==> config.mk <==
export PLATFORM = sky130hd
export DESIGN_NAME = sync_fifo_prog
export DESIGN_NICKNAME = d
export VERILOG_FILES = /design/src/rtl/fifo_pkg.sv /design/src/rtl/fifo_mem.sv /design/src/rtl/sync_fifo_prog.sv
export SDC_FILE = /design/constraint.sdc
export NUM_CORES = 1
export LEC_CHECK = 0
export CAP_MARGIN = 25
export CORE_MARGIN = 3
export CORE_UTILIZATION = 50
export CTS_BUF_LIST = sky130_fd_sc_hd__clkbuf_2 sky130_fd_sc_hd__clkbuf_4 sky130_fd_sc_hd__clkbuf_8
export DETAILED_ROUTE_END_ITERATION = 12
export PLACE_DENSITY = 0.75
export SYNTH_ARGS = -nofsm -noshare
export SYNTH_HDL_FRONTEND = slang
export SYNTH_SLANG_ARGS = --single-unit
export TNS_END_PERCENT = 10
==> constraint.sdc <==
create_clock -name clk -period 4.17 [get_ports clk]
set_input_delay 1.251 -clock clk [delete_from_list [all_inputs] [get_ports clk]]
set_output_delay 1.251 -clock clk [all_outputs]
set_load 0.02 [all_outputs]
Fig. 1: the clock network
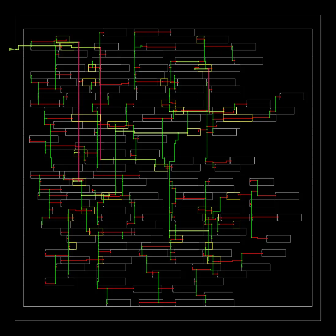
Clock Skews: 0.00732 ns
clock-net power: 1.10 mW
clk ins delay skew pair: 0.43 ns
clock buffer count: 22

Fig. 2: where the registers sit
Bar = 20 um.
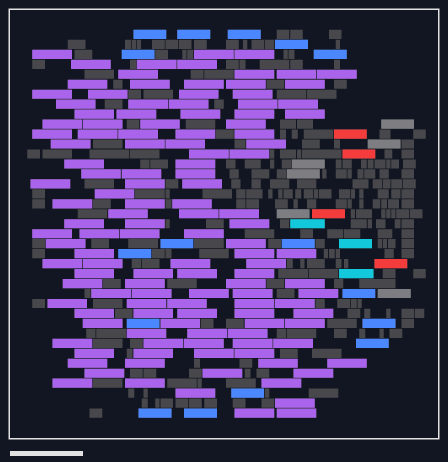
| netlist name | colour | flops |
|---|---|---|
| rd_ptr | cyan | 3 |
| data_out | blue | 16 |
| u_mem.mem | purple | 128 |
| count | red | 4 |
not coloured: 6
seq pwr: 1.94 mW
Seq area share: 62.8%
post-layout util: 62.2%
Flop area: 0.00457 sq mm

Fig. 3: nets reached from selected ports
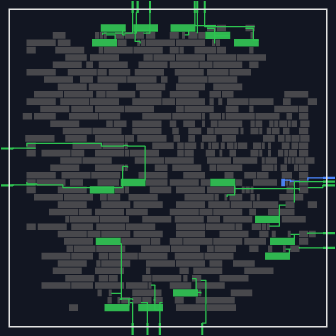
| port | colour | bits | direction | end cells | buffers | wire |
|---|---|---|---|---|---|---|
| data_out | green | 16 | output | 16 | 16 | 462 um |
| empty | blue | 1 | output | 1 | 1 | 14.1 um |
Buffers on Ports: 47
Ports: 48

Fig. 4: cell sizes after repair
Bar = 20 um.
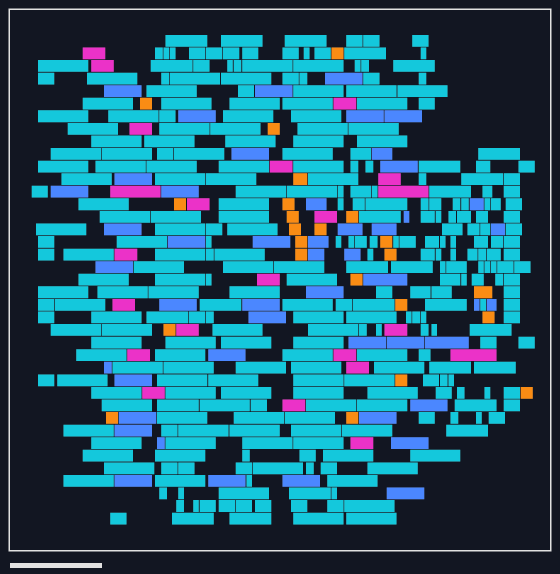
| size | colour | cells | share | most used |
|---|---|---|---|---|
| x2 | blue | 48 | 12% | mux4_2 |
| x6 and larger | magenta | 22 | 5.4% | clkbuf_8 |
| x1 and smaller | cyan | 311 | 77% | edfxtp_1 |
| x3 and x4 | orange | 23 | 5.7% | buf_4 |
setup ws final: 0.605 ns
design area: 0.00728 sq mm
Syn-to-layout area delta: 18.6%

==> impl_metrics.py <==
# Flow results
metrics = {
    "job": {
        "cap_violations": 0,
        "warnings": 28,
    },
    "clock_network": {
        "cts.repair.resized": 0,
        "cts_setup_buffers": 0,
        "clk_pin_slew_ns": 0.08,
        "hold_buffers": 0,
        "cts_tree": "yes",
        "clock-sinks": 157,
        "numCtsBuffers": 17,
        "htree_levels": 4,
        "clk_path_buf_depth": 2,
        "cts_root_buffer": "clkbuf_8",
    },
    "critical_path": {
        "r2r_cells": 8,
        "rrSetupSlack_ns": 1.82,
        "crit_chain": "inv_1 -> ha_1 -> or3b_4 -> inv_2 -> clkdlybuf4s50_1",
        "slowest_stage": "clkdlybuf4s50_1",
        "cp-end-kind": "output pin",
        "crit_path_max_incr_delay_ns": 0.60,
        "critPathArrivalTime_ns": 2.31,
        "start_kind": "flop",
        "path_class": "reg -> out",
        "required_ns": 2.92,
        "critPathMaxFanout": 8,
    },
    "routing": {
        "drt-pass1-iter-count": 4,
        "ant_nets": 0,
        "route.detailed.drc": 0,
        "drtIter0Drc": 240,
        "vias_per_cell": 5.72,
        "num_vias": 3131,
        "wl_per_cell_um": 20.7,
        "wl_um": 11300,
    },
    "timing": {
        "max_freq_mhz": 281,
        "finalHoldViolations": 0,
        "hold_ws_ns": 0.528,
        "min_period_ns": 3.56,
        "tns_ns": 0,
        "slew_viol_final": 0,
        "max_slew_margin_pct": 43.8,
        "rsz0062_at_grt": "false",
        "tightest_slew_ns": 0.843,
        "period_used_pct": 85.5,
        "setup_violations": 0,
    },
    "yosys": {
        "edf_count": 128,
        "synth_cell_types": 40,
        "avgSynthCellArea_sq_um": 18.9,
        "ys.flops": 157,
        "ys.flop_type": "edfxtp_1",
        "async_flop_share_pct": 18.5,
        "syn_nets": 353,
        "ys_area_sq_mm": 0.00614,
        "ys_warn_count": 0,
        "ys_cells": 325,
        "syn_inst": 325,
        "ys_seq_share_pct": 74.4,
        "netlist_area_sq_mm": 0.00614,
    },
    "global_route": {
        "grtUsageMet2_pct": 28.3,
        "first_global_vias": 3212,
        "antenna_found_initial": 0,
        "use_met3_pct": 3.86,
        "grt_max_degree": 40,
        "grt-ovfl-total": 0,
        "grtUsageMet1_pct": 26.1,
        "grt_first_pass_wirelength_um": 18000,
        "top_usage_layer": "met2",
        "grt_usage_pct": 18.3,
    },
    "power_and_ir_drop": {
        "peakVddDrop_mv": 0.341,
        "p_leak_nw": 2.42,
        "power_density_mw_per_mm2": 537,
    },
    "die": {
        "row_count": 39,
        "die.size.y_um": 117,
        "coreArea_sq_mm": 0.0117,
        "fp_util_pct": 52.4,
        "fp.dieW_um": 117,
        "dieArea_sq_mm": 0.0136,
    },
    "status": {
        "status": "finished, final reports clean",
    },
    "hold_path": {
        "holdPathStages": 2,
        "hold_class": "reg -> reg",
    },
    "finish": {
        "finalNetCount": 419,
        "largest_register_ffs": 128,
        "fillers": 838,
        "drive_gt1_share_pct": 23.0,
        "insertedDiodeCount": 0,
    },
    "place": {
        "dp_hpwl_um": 6970,
        "routabilityCongestion": 0.832,
        "dp_slack_ns": 0.792,
    },
}
-- synth_stat cells (all sizes together), types with 2 or more instances --
cell / count / area (sq um)
a21oi: 18 / 90.1
edfxtp: 128 / 3840
nand3: 5 / 25.0
nand2: 12 / 45.0
nor3b: 2 / 15.0
ha: 7 / 87.6
o21ai: 5 / 28.8
nand3b: 3 / 22.5
nor4b: 2 / 17.5
mux2i: 17 / 170
buf: 11 / 61.3
nor2b: 2 / 12.5
mux4: 32 / 721
dfrtp: 29 / 726
nor2: 22 / 85.1
nor3: 3 / 15.0
clkbuf: 3 / 11.3
inv: 6 / 22.5
and2b: 2 / 15.0
-- logic make-up (layout without fill, tap and decap cells) --
family / Yosys count / after routing / share of synthesized area [%]
XOR/XNOR: 2 / 2 / 0.285
buffers and inverters: 21 / 100 / 1.61
multiplexers: 49 / 49 / 14.5
AND/OR/NAND/NOR: 59 / 59 / 4.87
flip-flops: 157 / 157 / 74.4
adder cells (fa/ha/maj): 7 / 7 / 1.43
AND-OR/OR-AND: 30 / 30 / 2.89
-- report_power, final --
group | internal, mW | switching, mW | total (mW)
sequential | 1.81 | 0.130 | 1.94
clock | 0.582 | 0.523 | 1.10
combinational | 0.456 | 0.409 | 0.865
total | 2.85 | 1.06 | 3.91
-- worst max-delay path: cells and delay by family (launching register included) --
family / cells / cell delay [ns]
fa+ha+maj: 1 / 0.21
buf+inv: 3 / 0.78
flops: 1 / 0.46
simple gates: 1 / 0.43
-- per-layer routing --
metal	vias to the layer above	part of all wire, %
met2	96	50
met3	14	5.5
met1	1595	43
met5	-	0
met4	0	1.7
li1	1426	-
-- stage by stage --
stage               total power [mW]  area (sq um)  cells
detailed placement              2.86          6880    515
floorplan                       2.50          6140    325
global route                    4.11          7280    547
CTS                             3.96          7280    547
finish                          3.91          7280    547
global placement                2.82          6860    514
-- final cells by class --
cell class,instances,area (sq um),share of cell area (%)
Inverter,7,26.3,0.361
Clock buffer,22,284,3.90
Tap cell,143,179,2.46
Sequential cell,157,4570,62.8
Multi-Input combinational cell,147,1510,20.7
Clock inverter,10,116,1.60
Timing Repair Buffer,61,596,8.18
-- layout by cell type (no fill, tap or decap), types with 3 or more instances in the layout --
master / Yosys / layout
edfxtp_1: 128 / 128
clkdlybuf4s50_1: 0 / 47
mux4_2: 32 / 32
dfrtp_1: 29 / 27
nor2_1: 21 / 21
clkbuf_8: 0 / 19
a21oi_1: 18 / 18
mux2i_1: 17 / 17
buf_4: 3 / 13
nand2_1: 12 / 12
ha_1: 7 / 7
nand3_1: 5 / 5
clkinvlp_4: 0 / 5
inv_1: 4 / 4
o21ai_0: 4 / 4
nand3b_1: 3 / 3
clkbuf_4: 0 / 3
Power and IR drop assume default switching activity.
